==> run_1/wires.png <==
Scale: 4 px per µm. Two of the layers only.
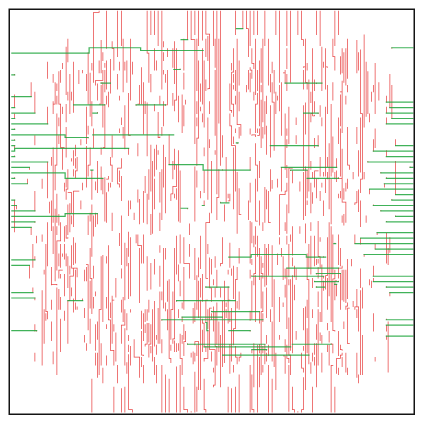
==> run_1/io_fan.png <==
Scale: 3 px per µm.
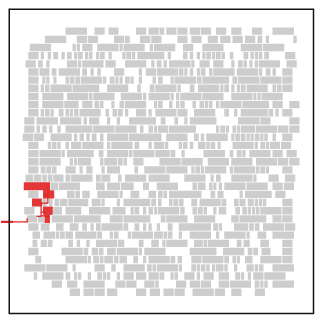
==> run_1/io_placement.png <==
Scale: 4 px per µm. Pins as bars across the die edge, other pins in grey.
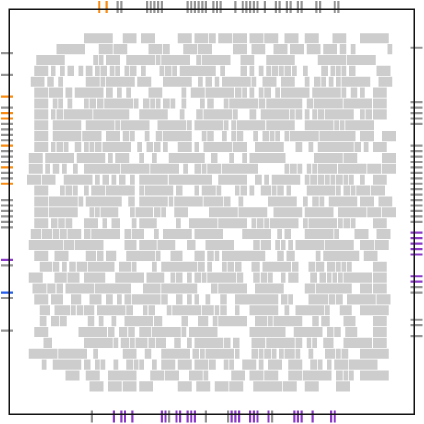
==> run_1/placement.png <==
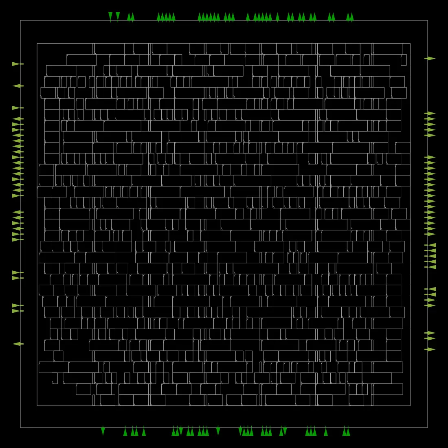
## config.mk

```make
export PLATFORM = sky130hd
export DESIGN_NAME = uart_fpu_sequencer
export DESIGN_NICKNAME = d
export VERILOG_FILES = /design/src/rtl/uart_fpu_sequencer.sv
export SDC_FILE = /design/constraint.sdc
export NUM_CORES = 1
export LEC_CHECK = 0
export CORE_MARGIN = 4
export CORE_UTILIZATION = 51
export DETAILED_ROUTE_END_ITERATION = 10
export PLACE_DENSITY_LB_ADDON = 0.12
export SYNTH_ARGS = -nofsm -noshare
export SYNTH_HDL_FRONTEND = slang
export SYNTH_SLANG_ARGS = --single-unit
```

## constraint.sdc

```tcl
create_clock -name sys_clk -period 3.8 [get_ports sys_clk]
set_clock_uncertainty 0.1 [all_clocks]
set_input_delay 0.57 -clock sys_clk [delete_from_list [all_inputs] [get_ports sys_clk]]
set_output_delay 0.57 -clock sys_clk [all_outputs]
set_load 0.05 [all_outputs]
```

## src/rtl/uart_fpu_sequencer.sv

```systemverilog
// Purpose : frame controller between UART RX/TX and a combinational FPU; 8 bytes in, 4 bytes out.
// Latency : first result byte tx_start FPU_LATENCY+3 cycles after the 8th rx_valid (tx_busy low).
// Backpr. : waits in TX_LOAD while tx_busy is high; bytes arriving outside RX_COLLECT are dropped.
//
// Ports:
//   sys_clk, rst           clock, synchronous active-high reset
//   rx_valid, rx_byte      received byte strobe and data
//   tx_busy, tx_done       transmitter status and end-of-byte strobe
//   tx_start, tx_byte      transmit load strobe and data
//   op_sel                 FPU operation, sampled when the frame completes
//   fpu_a, fpu_b, fpu_op   operands/operation to the FPU
//   fpu_result             FPU result, captured once per frame
//   rx_status, tx_status   frame-in-progress / reply-in-progress indicators
//   rx_overrun             sticky: byte dropped because a frame was being processed
//   rx_timeout             1-cycle pulse: partial frame discarded
// Optional feature macro: RX_TIMEOUT_EN builds the RX idle timeout; otherwise
// rx_timeout is tied low and partial frames wait indefinitely.

module uart_fpu_sequencer #(
    parameter int unsigned FPU_LATENCY    = 1,
    parameter int unsigned TIMEOUT_CYCLES = 2_000_000
) (
    input  logic        sys_clk,
    input  logic        rst,
    input  logic        rx_valid,
    input  logic [7:0]  rx_byte,
    input  logic        tx_busy,
    input  logic        tx_done,
    output logic        tx_start,
    output logic [7:0]  tx_byte,
    input  logic [1:0]  op_sel,
    output logic [31:0] fpu_a,
    output logic [31:0] fpu_b,
    output logic [1:0]  fpu_op,
    input  logic [31:0] fpu_result,
    output logic        rx_status,
    output logic        tx_status,
    output logic        rx_overrun,
    output logic        rx_timeout
);

    typedef enum logic [2:0] {
        S_RX_COLLECT = 3'd0,
        S_EXEC       = 3'd1,
        S_CAPTURE    = 3'd2,
        S_TX_LOAD    = 3'd3,
        S_TX_WAIT    = 3'd4
    } state_t;

    localparam int unsigned WAIT_W = (FPU_LATENCY > 1) ? $clog2(FPU_LATENCY) : 1;
    localparam logic [WAIT_W-1:0] WAIT_LAST = WAIT_W'(FPU_LATENCY - 1);

    state_t            state_q, state_d;
    logic [2:0]        byte_cnt_q, byte_cnt_d;
    logic [63:0]       ab_q, ab_d;          // {A, B}, shifted in MSB first
    logic [1:0]        op_q, op_d;
    logic [WAIT_W-1:0] wait_cnt_q, wait_cnt_d;
    logic [31:0]       res_q, res_d;
    logic [1:0]        tx_idx_q, tx_idx_d;
    logic              tx_start_q, tx_start_d;
    logic [7:0]        tx_byte_q, tx_byte_d;
    logic              overrun_q, overrun_d;
    logic              idle_expired;

    wire frame_done = (state_q == S_RX_COLLECT) && rx_valid && (byte_cnt_q == 3'd7);

`ifdef RX_TIMEOUT_EN
    localparam int unsigned IDLE_W = $clog2(TIMEOUT_CYCLES + 1);

    logic [IDLE_W-1:0] idle_cnt_q, idle_cnt_d;
    logic              timeout_q;

    // Counts only while a frame is partially received; any received byte
    // restarts it, so a frame completing on the expiry cycle wins.
    always_comb begin
        idle_expired = 1'b0;
        idle_cnt_d   = '0;
        if (!rx_valid && (byte_cnt_q != 3'd0)) begin
            if (idle_cnt_q == IDLE_W'(TIMEOUT_CYCLES - 1)) begin
                idle_expired = 1'b1;
            end else begin
                idle_cnt_d = idle_cnt_q + IDLE_W'(1);
            end
        end
    end

    always_ff @(posedge sys_clk) begin
        if (rst) begin
            idle_cnt_q <= '0;
            timeout_q  <= 1'b0;
        end else begin
            idle_cnt_q <= idle_cnt_d;
            timeout_q  <= idle_expired;
        end
    end

    assign rx_timeout = timeout_q;
`else
    // No idle counter: a partial frame waits for its remaining bytes forever.
    localparam bit TIMEOUT_CFG_NONZERO = (TIMEOUT_CYCLES != 0);

    assign idle_expired = 1'b0;
    assign rx_timeout   = TIMEOUT_CFG_NONZERO & 1'b0;
`endif

    // State register and all datapath flops.
    always_ff @(posedge sys_clk) begin
        if (rst) begin
            state_q    <= S_RX_COLLECT;
            byte_cnt_q <= '0;
            ab_q       <= '0;
            op_q       <= '0;
            wait_cnt_q <= '0;
            res_q      <= '0;
            tx_idx_q   <= '0;
            tx_start_q <= 1'b0;
            tx_byte_q  <= '0;
            overrun_q  <= 1'b0;
        end else begin
            state_q    <= state_d;
            byte_cnt_q <= byte_cnt_d;
            ab_q       <= ab_d;
            op_q       <= op_d;
            wait_cnt_q <= wait_cnt_d;
            res_q      <= res_d;
            tx_idx_q   <= tx_idx_d;
            tx_start_q <= tx_start_d;
            tx_byte_q  <= tx_byte_d;
            overrun_q  <= overrun_d;
        end
    end

    // Next-state logic.
    always_comb begin
        state_d = state_q;
        unique case (state_q)
            S_RX_COLLECT: if (frame_done)              state_d = S_EXEC;
            S_EXEC:       if (wait_cnt_q == WAIT_LAST) state_d = S_CAPTURE;
            S_CAPTURE:                                 state_d = S_TX_LOAD;
            S_TX_LOAD:    if (!tx_busy)                state_d = S_TX_WAIT;
            S_TX_WAIT: begin
                if (tx_done) begin
                    state_d = (tx_idx_q == 2'd3) ? S_RX_COLLECT : S_TX_LOAD;
                end
            end
            default:                                   state_d = S_RX_COLLECT;
        endcase
    end

    // Datapath and output logic.
    always_comb begin
        byte_cnt_d = byte_cnt_q;
        ab_d       = ab_q;
        op_d       = op_q;
        wait_cnt_d = wait_cnt_q;
        res_d      = res_q;
        tx_idx_d   = tx_idx_q;
        tx_start_d = 1'b0;
        tx_byte_d  = tx_byte_q;
        // Frames are never queued: anything arriving mid-frame is lost.
        overrun_d  = overrun_q | (rx_valid && (state_q != S_RX_COLLECT));

        unique case (state_q)
            S_RX_COLLECT: begin
                if (rx_valid) begin
                    ab_d       = {ab_q[55:0], rx_byte};
                    byte_cnt_d = byte_cnt_q + 3'd1;   // 7 -> 0 on the last byte
                    wait_cnt_d = '0;
                    if (byte_cnt_q == 3'd7) begin
                        op_d = op_sel;
                    end
                end else if (idle_expired) begin
                    byte_cnt_d = '0;
                    ab_d       = '0;
                end
            end
            S_EXEC: begin
                wait_cnt_d = (wait_cnt_q == WAIT_LAST) ? '0 : wait_cnt_q + WAIT_W'(1);
            end
            S_CAPTURE: begin
                // Snapshot so later FPU input changes cannot corrupt the reply.
                res_d    = fpu_result;
                tx_idx_d = '0;
            end
            S_TX_LOAD: begin
                if (!tx_busy) begin
                    tx_start_d = 1'b1;
                    unique case (tx_idx_q)
                        2'd0:    tx_byte_d = res_q[31:24];
                        2'd1:    tx_byte_d = res_q[23:16];
                        2'd2:    tx_byte_d = res_q[15:8];
                        default: tx_byte_d = res_q[7:0];
                    endcase
                end
            end
            S_TX_WAIT: begin
                if (tx_done && (tx_idx_q != 2'd3)) begin
                    tx_idx_d = tx_idx_q + 2'd1;
                end
            end
            default: ;
        endcase
    end

    assign tx_start   = tx_start_q;
    assign tx_byte    = tx_byte_q;
    assign fpu_a      = ab_q[63:32];
    assign fpu_b      = ab_q[31:0];
    assign fpu_op     = op_q;
    assign rx_status  = (byte_cnt_q != 3'd0);
    assign tx_status  = (state_q == S_TX_LOAD) || (state_q == S_TX_WAIT);
    assign rx_overrun = overrun_q;

endmodule

```

==> flow_metrics.py, run 1 <==
# Generated from Yosys and OpenROAD reports
metrics = {
    "outcome": {
        "status": "completed",
    },
    "finish": {
        "comb_area_share_pct": 30.3,
        "signal_buffers": 128,
        "syn2layout_area_growth_pct": 41.2,
        "buf_share_pct": 20.4,
        "top_register": "ab_q",
        "seq_area_um2": 2320,
    },
    "detailed_routing": {
        "first_iter_violations": 223,
        "top_layer": "met4",
    },
    "synthesis": {
        "ys_sh_simple_pct": 21.8,
        "ys_seq_share_pct": 52.8,
        "area_leaders": "dfxtp_1 53%, nand2_1 17%, a21oi_1 14%",
        "top_area_share_pct": 52.8,
        "ys_cells": 551,
    },
    "sta": {
        "final.setup.tns_ns": 0,
        "setup_viol": 0,
    },
    "setup_path": {
        "critPathMaxFanout": 13,
        "worst_r2r_endpoint": "res_q[3]",
        "critPathTopFamily": "buffers and inverters",
        "reg2reg_setup_slack_ns": 1.68,
        "startpoint": "state_q[2]",
    },
    "cts": {
        "cts.clk_slew.worst_paths_ns": 0.05,
        "cts_setup_buffers": 0,
        "clk_path_buf_depth": 2,
        "insertion_delay_ns": 0.50,
    },
    "place": {
        "gp_congestion": 0.815,
        "place_area_um2": 5630,
    },
    "power_and_ir_drop": {
        "sequentialPower_w": 0.00130,
        "irDropWorstVdd_mv": 0.336,
    },
    "die": {
        "die_w_um": 101,
        "core_util_floorplan_pct": 53.0,
        "num_rows": 33,
    },
    "grt": {
        "grt_use_met3_pct": 7.13,
        "grt_util_met1_pct": 29.1,
        "gr-usage-all-layers_pct": 22.6,
        "antenna_found_initial": 0,
        "grt_start_max_net_pins": 81,
    },
    "min_path": {
        "hp-class": "flop to flop",
        "min_to": "ab_q[58]",
    },
}
Back to the opening pictures, wires.png:
Green stands for metal 3, wire length 831 µm. Red stands for metal 2, wire length 5400 µm.

Back to the opening pictures, io_fan.png:
Red stands for rx_valid, bits 1, direction input, edge left, end cells 5, buffers 1, wire 25.6 µm.

Back to the opening pictures, io_placement.png:
Blue stands for rx_valid, pins 1, direction input, edge left. Orange stands for rx_byte, pins 8, direction input, edge 6 left, 2 top. Purple stands for fpu_result, pins 32, direction input, edge 24 bottom, 7 right, 1 left.

Back to the opening pictures, placement.png:
Seq cells: 116
n_taps: 105
FILL cells: 650

==> run_1/sizes.png <==
Scale: 4 px per µm.
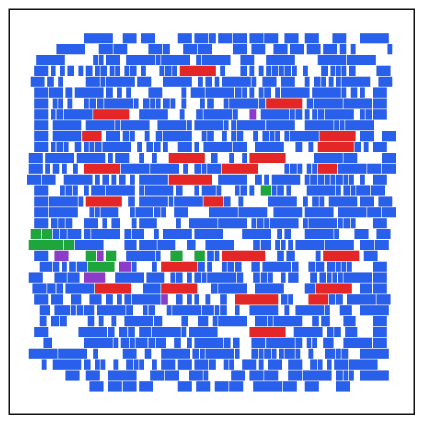

--- run 2 (diff from run 1) ---
- CORE_UTILIZATION: 51 -> 47
- clock period: 3.8 -> 2.7 ns (I/O delays scaled with it)
==> run_2/sizes.png <==
Scale: 4 px per µm.
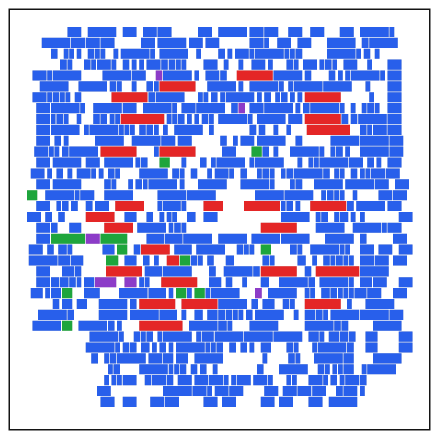
Blue stands for _0 and _1 cells, cells 626, share 93%. Red stands for _6 and larger, cells 26, share 3.9%. Green stands for _3 and _4 cells, cells 13, share 1.9%. Purple stands for _2 cells, cells 6, share 0.89%.

==> run 2 against run 1 <==
Final cell count increased by 1.7%. Hold slack got worse by 0.072 ns. Register-to-register slack got worse by 0.89 ns. Die size increased by 7.8%. Clock-buffer cell count decreased by 2. Design area increased by 1.8%. Non-clock buffer count increased by 5. Synthesized area unchanged. Via count decreased by 1.4%.
==> flow_metrics.py, run 2 <==
# Generated from Yosys and OpenROAD reports
metrics = {
    "cts": {
        "cts.clk_slew.worst_paths_ns": 0.06,
        "insertion_delay_ns": 0.50,
        "cts_setup_buffers": 0,
    },
    "setup_path": {
        "critPathTopFamily": "buffers and inverters",
        "critPathMaxFanout": 3,
        "path_cells": "inv_1, ha_1, nand2b_1, clkdlybuf4s50_1",
        "reg2reg_from": "state_q[1]",
        "worst_r2r_endpoint": "fpu_op[1]",
        "reg2reg_setup_slack_ns": 0.79,
    },
    "finish": {
        "fillers": 770,
        "syn2layout_area_growth_pct": 43.7,
        "seq_area_um2": 2320,
        "flops": 116,
        "buf_share_pct": 21.4,
        "top_register": "ab_q",
        "clk_share_pct": 9.56,
    },
    "die": {
        "die_w_um": 105,
        "core_util_floorplan_pct": 47.9,
        "coreArea_um2": 9200,
        "taps": 111,
    },
    "detailed_routing": {
        "top_layer": "met4",
        "first_iter_violations": 193,
    },
    "grt": {
        "grt_use_met3_pct": 5.37,
        "grt_util_met1_pct": 26.4,
        "antenna_found_initial": 0,
        "grt_start_max_net_pins": 70,
        "gr-usage-all-layers_pct": 19.7,
    },
    "synthesis": {
        "ys_sh_mux_pct": 0,
        "ys_sh_simple_pct": 21.8,
        "top_area_share_pct": 52.8,
        "ys_cells": 551,
        "area_leaders": "dfxtp_1 53%, nand2_1 17%, a21oi_1 14%",
    },
    "place": {
        "place_area_um2": 5720,
        "gp_congestion": 0.801,
    },
    "sta": {
        "final.setup.tns_ns": 0,
        "setup_viol": 0,
    },
    "outcome": {
        "status": "completed",
    },
    "min_path": {
        "hp-class": "input pin to flop",
    },
    "power_and_ir_drop": {
        "sequentialPower_w": 0.00182,
    },
}
==> run_2/io_fan.png <==
Scale: 3 px per µm.
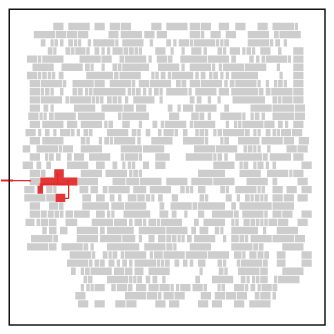

--- run 3 (diff from run 2) ---
- CORE_MARGIN: 4 -> 2
==> run_3/io_fan.png <==
Scale: 3 px per µm.
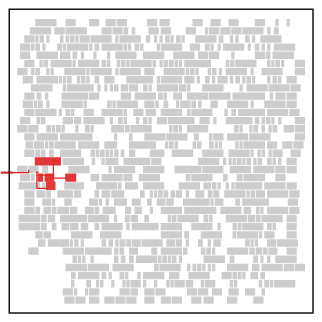
Red stands for rx_valid, bits 1, direction input, edge left, end cells 5, buffers 1, wire 33.8 µm.

==> run 3 against run 2 <==
Sequential share of layout area is 0.11 points higher. Worst setup slack got worse by 0.027 ns. Clock power shrank 2%. Flip-flop count did not move. Highest routed layer unchanged. Global-route usage rose by 1.6 points. Core utilization rose by 0.12 points. Combinational power is essentially flat. Fmax shrank 1.1%.
==> flow_metrics.py, run 3 <==
# Generated from Yosys and OpenROAD reports
metrics = {
    "outcome": {
        "status": "completed",
    },
    "grt": {
        "grt_util_met1_pct": 28.4,
        "gr-usage-all-layers_pct": 21.2,
        "grt_pass1_wl_um": 17000,
        "antenna_found_initial": 0,
        "grt_start_max_net_pins": 70,
        "grt_use_met3_pct": 5.83,
    },
    "cts": {
        "insertion_delay_ns": 0.50,
        "cts.sinks": 116,
        "clk_path_buf_depth": 2,
        "cts.clk_slew.worst_paths_ns": 0.06,
        "cts_setup_buffers": 0,
    },
    "setup_path": {
        "critPathMaxFanout": 3,
        "endpoint": "rx_status",
        "crit_arrival_ns": 2.03,
        "reg2reg_from": "tx_idx_q[0]",
        "startpoint": "byte_cnt_q[0]",
        "reg2reg_setup_slack_ns": 0.73,
        "path_cells": "inv_1, ha_1, nand2b_1, clkdlybuf4s50_1",
        "critPathTopFamily": "buffers and inverters",
        "worst_r2r_endpoint": "tx_idx_q[0]",
    },
    "detailed_routing": {
        "detail_route.vias_per_cell": 5.09,
        "first_iter_violations": 162,
        "top_layer": "met4",
        "wl_met2_um": 4950,
    },
    "sta": {
        "final.setup.tns_ns": 0,
        "setup_viol": 0,
    },
    "synthesis": {
        "area_leaders": "dfxtp_1 53%, nand2_1 17%, a21oi_1 14%",
        "ys_sh_mux_pct": 0,
        "ys_cells": 551,
        "ys_sh_simple_pct": 21.8,
        "top_area_share_pct": 52.8,
    },
    "finish": {
        "seq_area_um2": 2320,
        "clk_share_pct": 9.43,
        "comb_area_share_pct": 29.9,
        "fin_util_pct": 68.9,
        "top_register": "ab_q",
        "buf_share_pct": 21.4,
        "signal_buffers": 135,
        "syn2layout_area_growth_pct": 43.2,
    },
    "power_and_ir_drop": {
        "irDropWorstVdd_mv": 0.467,
        "power-per-cell-area_nw_per_um2": 728,
    },
    "die": {
        "die_w_um": 101,
        "taps": 111,
        "num_rows": 35,
        "core_util_floorplan_pct": 48.1,
    },
    "place": {
        "place_area_um2": 5710,
        "gp_congestion": 0.893,
    },
    "min_path": {
        "min_to": "rx_overrun",
        "hp-class": "input pin to flop",
    },
}
Power and IR drop assume default switching activity.
